**src/rtl/pixel_unpacker.sv**
```systemverilog
// pixel_unpacker
//   Pulls 16-bit words out of the pixel FIFO (clk_20 domain) using credit
//   tracking so the FIFO is never over-popped, then repacks every three words
//   into two 24-bit GRB pixels presented on a valid/ready handshake.
//
// Ports
//   clk              pixel clock (clk_20)
//   reset            synchronous, active-high
//   fifo_count       FIFO occupancy, FIFO_ADDR_WIDTH+1 bits
//   fifo_rd          registered FIFO read strobe, one word per high cycle
//   fifo_data        FIFO read data
//   fifo_data_valid  fifo_data valid this cycle (FIFO_LATENCY after fifo_rd)
//   flush            drop partial pixel state and realign to word phase 0
//   pixel_data       {G,R,B}, G in [23:16]
//   pixel_valid      pixel_data valid
//   pixel_ready      consumer accepts when pixel_valid && pixel_ready
//   rd_err           sticky: data returned with no read in flight
module pixel_unpacker #(
  parameter int FIFO_ADDR_WIDTH = 12,
  parameter int FIFO_LATENCY    = 2,
  parameter int WORD_BUF_DEPTH  = 4
) (
  input  logic                     clk,
  input  logic                     reset,
  input  logic [FIFO_ADDR_WIDTH:0] fifo_count,
  output logic                     fifo_rd,
  input  logic [15:0]              fifo_data,
  input  logic                     fifo_data_valid,
  input  logic                     flush,
  output logic [23:0]              pixel_data,
  output logic                     pixel_valid,
  input  logic                     pixel_ready,
  output logic                     rd_err
);

  localparam int PTR_W = (WORD_BUF_DEPTH > 1) ? $clog2(WORD_BUF_DEPTH) : 1;
  localparam int CNT_W = PTR_W + 1;

  typedef enum logic {PH0, PH2} phase_t;

  logic [15:0]      word_buf [WORD_BUF_DEPTH];
  logic [PTR_W-1:0] wr_ptr, rd_ptr, rd_ptr_n1;
  logic [CNT_W-1:0] buf_used, avail;
  logic [2:0]       inflight, inflight_next, drop_cnt;
  logic [7:0]       res, res_next;
  phase_t           phase, phase_next;

  logic        accept_word, rd_err_set, issue_next, can_form, load;
  logic [1:0]  pop;
  logic [15:0] head0, head1;
  logic [23:0] formed;

  assign rd_err_set  = fifo_data_valid && (inflight == '0);
  assign accept_word = fifo_data_valid && (inflight != '0) && (drop_cnt == '0) && !flush;

  // The strobe currently on the wire has not reached inflight yet, so it is
  // added in explicitly; a return with nothing in flight is an error, not a credit.
  assign inflight_next = inflight + {2'b00, fifo_rd} - {2'b00, (fifo_data_valid && (inflight != '0))};

  assign issue_next = !flush && (drop_cnt == '0)
                      && (int'(fifo_count) > int'(inflight) + int'(fifo_rd))
                      && (int'(buf_used) + int'(inflight) + int'(fifo_rd) < WORD_BUF_DEPTH);

  // The word arriving this cycle is bypassed straight into the unpacker so the
  // first pixel does not wait an extra cycle for the buffer write.
  assign avail     = buf_used + CNT_W'(accept_word);
  assign rd_ptr_n1 = rd_ptr + PTR_W'(1);
  assign head0     = (buf_used != '0) ? word_buf[rd_ptr] : fifo_data;
  assign head1     = (buf_used > CNT_W'(1)) ? word_buf[rd_ptr_n1] : fifo_data;

  // Unpack phase: PH0 takes two words and keeps the low byte of the second as
  // residue; PH2 combines that residue with one more word.
  always_comb begin
    can_form   = 1'b0;
    formed     = '0;
    pop        = 2'd0;
    res_next   = res;
    phase_next = phase;
    case (phase)
      PH0: begin
        if (avail >= CNT_W'(2)) begin
          can_form   = 1'b1;
          formed     = {head0, head1[15:8]};
          pop        = 2'd2;
          res_next   = head1[7:0];
          phase_next = PH2;
        end
      end
      PH2: begin
        if (avail >= CNT_W'(1)) begin
          can_form   = 1'b1;
          formed     = {res, head0};
          pop        = 2'd1;
          phase_next = PH0;
        end
      end
      default: phase_next = PH0;
    endcase
  end

  assign load = can_form && (!pixel_valid || pixel_ready);

  // Word storage carries no reset; occupancy is tracked by buf_used alone.
  always_ff @(posedge clk) begin
    if (accept_word) begin
      word_buf[wr_ptr] <= fifo_data;
    end
  end

  // Control state. Flush clears everything and arms drop_cnt with all reads
  // still outstanding (including a strobe issued in the flush cycle), so those
  // words are swallowed on return and cannot misalign the new phase.
  always_ff @(posedge clk) begin
    if (reset) begin
      fifo_rd     <= 1'b0;
      inflight    <= '0;
      drop_cnt    <= '0;
      rd_err      <= 1'b0;
      wr_ptr      <= '0;
      rd_ptr      <= '0;
      buf_used    <= '0;
      res         <= '0;
      phase       <= PH0;
      pixel_data  <= '0;
      pixel_valid <= 1'b0;
    end else begin
      fifo_rd  <= issue_next;
      inflight <= inflight_next;
      if (rd_err_set) begin
        rd_err <= 1'b1;
      end
      if (flush) begin
        drop_cnt    <= inflight_next;
        wr_ptr      <= '0;
        rd_ptr      <= '0;
        buf_used    <= '0;
        res         <= '0;
        phase       <= PH0;
        pixel_valid <= 1'b0;
      end else begin
        if (fifo_data_valid && (inflight != '0) && (drop_cnt != '0)) begin
          drop_cnt <= drop_cnt - 3'd1;
        end
        if (accept_word) begin
          wr_ptr <= wr_ptr + PTR_W'(1);
        end
        buf_used <= buf_used + CNT_W'(accept_word) - (load ? CNT_W'(pop) : CNT_W'(0));
        if (load) begin
          rd_ptr      <= rd_ptr + PTR_W'(pop);
          res         <= res_next;
          phase       <= phase_next;
          pixel_data  <= formed;
          pixel_valid <= 1'b1;
        end else if (pixel_ready) begin
          pixel_valid <= 1'b0;
        end
      end
    end
  end

endmodule

```
**config.mk**
```make
export PLATFORM = sky130hd
export DESIGN_NAME = pixel_unpacker
export DESIGN_NICKNAME = d
export VERILOG_FILES = /design/src/rtl/pixel_unpacker.sv
export SDC_FILE = /design/constraint.sdc
export NUM_CORES = 1
export LEC_CHECK = 0
export ABC_AREA = 1
export CELL_PAD_IN_SITES_DETAIL_PLACEMENT = 1
export CELL_PAD_IN_SITES_GLOBAL_PLACEMENT = 2
export CORE_MARGIN = 2
export CORE_UTILIZATION = 29
export CTS_CLUSTER_SIZE = 20
export DETAILED_ROUTE_END_ITERATION = 6
export HOLD_SLACK_MARGIN = 0.1
export PLACE_DENSITY = 0.81
export SYNTH_ARGS = -nofsm -noshare
export SYNTH_HDL_FRONTEND = slang
export SYNTH_SLANG_ARGS = --single-unit
```
**constraint.sdc**
```tcl
create_clock -name clk -period 2.6 [get_ports clk]
set_clock_uncertainty 0.15 [all_clocks]
set_input_delay 0.52 -clock clk [delete_from_list [all_inputs] [get_ports clk]]
set_output_delay 0.52 -clock clk [all_outputs]
set_load 0.01 [all_outputs]
```
Metal 1:
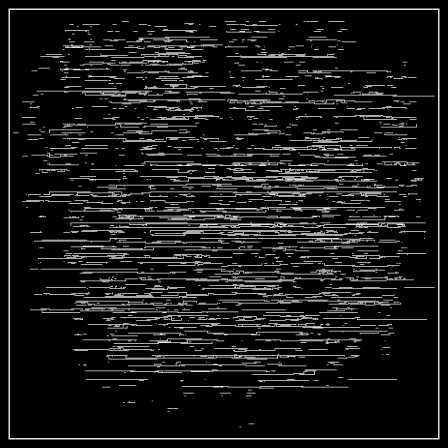
share of all routed wire: 45%
main direction: horizontal
wire length on this layer: 8680 µm

Routing congestion:
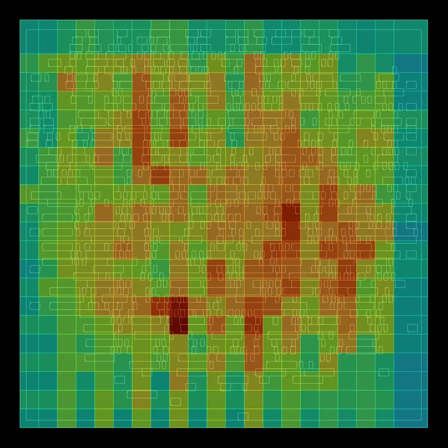
M1 GR Usage: 22.6%
GR peak layer: met2

==> run summary <==
Run status: completed
Comb pwr share: 17.2%
Mux share: 0%
Fin crit share: 96.1%
OpenROAD warning count: 30
Final setup vio count: 0
Max-Cap Viols: 0
Worst endpoint data arrival time: 2.66 ns
DRC errors left: 0
AND/OR/NAND/NOR Cells, Area Fraction: 31.2%
Setup CP Type: input port to flip-flop
Distinct lib cells: 41
Layout Nets: 966
Num CTS Buffers: 17
Core Area: 0.0210 mm²
Worst Tran Pin Value: 0.522 ns
Switching Fraction: 26.5%
Vias per inst: 4.62
YS warnings: 0
First-pass GRT wire length: 30500 µm
cells by family (layout without fill, tap and decap cells):
| group | count (synthesis) | after routing |
|---|---|---|
| and+or+nand+nor | 464 | 464 |
| buffers and inverters | 132 | 240 |
| DFF | 115 | 115 |
| AOI/OAI and AO/OA | 74 | 74 |
| adders and majority gates | 24 | 24 |
| xor gates and xnor gates | 3 | 3 |
synthesized netlist by cell type (all sizes together):
cell,n
nand2,269
nor2,108
inv,100
nand3,70
edfxtp,64
dfxtp,51
a21oi,39
buf,22
ha,22
o21ai,22
or2,9
clkbuf,8
a22oi,7
nor3,4
clkinv,2
fa,2
nand3b,2
nand4,2
o211ai,2
xnor2,2
a21boi,1
a31oi,1
o2111ai,1
o21a,1
xor2,1
critical path, delay by kind of cell:
family / cells / cell delay [ns]
adders and majority gates: 3 / 0.62
buffers and inverters: 4 / 0.71
and+or+nand+nor: 9 / 0.80
sequential cells by signal, indices dropped and copies added (netlist names), named ones only:
name and flops:
rd_err 1, drop_cnt 3, pixel_valid 1, wr_ptr 2, inflight 3, word_buf 64, rd_ptr 2, fifo_rd 1
phase 1, buf_used 3, pixel_data 24, res 8
power groups by stage:
stage / clock, W / sequential [W] / combinational (W)
floorplan: 0 / 0.00211 / 0.000439
global placement: 0 / 0.00210 / 0.000785
detailed placement: 0 / 0.00211 / 0.000800
CTS: 0.00214 / 0.00207 / 0.000816
global route: 0.00221 / 0.00209 / 0.000979
finish: 0.00207 / 0.00208 / 0.000863
layout make-up:
class / instances / area share (%)
Timing Repair Buffer: 107 / 12.9
Clock inverter: 10 / 0.846
Tap cell: 275 / 4.31
Multi-Input combinational cell: 565 / 34.5
Clock buffer: 21 / 5.52
Sequential cell: 115 / 36.9
Inverter: 102 / 5.03
per-layer routing:
layer / GRT usage [%] / share of wire [%]
met1: 22.6 / 45
met2: 31.8 / 51
met3: 4.03 / 3.8
met4: 3.87 / 0.66
met5: 0 / 0
metrics by stage:
stage,hold slack [ns],util [%],setup TNS (ns),cells
after global routing,0.326,38.0,-0.0660,1195
after detailed placement,0.299,35.1,-12.53,1161
after floorplan,0.311,-,0,812
after CTS,0.309,37.6,0,1192
final,0.301,38.0,0,1195
after global placement,0.291,35.1,-10.69,1161
repair_timing:
item	CTS	global route
gates resized	3	20
endpoints found under the hold margin	0	0
pin swaps	1	4
setup endpoints to repair	4	7
setup buffers	0	3
final timing paths:
kind              depth (start not counted)         to  slack (ns)
setup / recovery                         16  flip-flop        0.10
hold reg to reg                           2     rd_err        0.30
hold / removal                            2     rd_err        0.30
setup reg to reg                         17  flip-flop        0.11
Power is estimated from default activity; no workload was simulated.
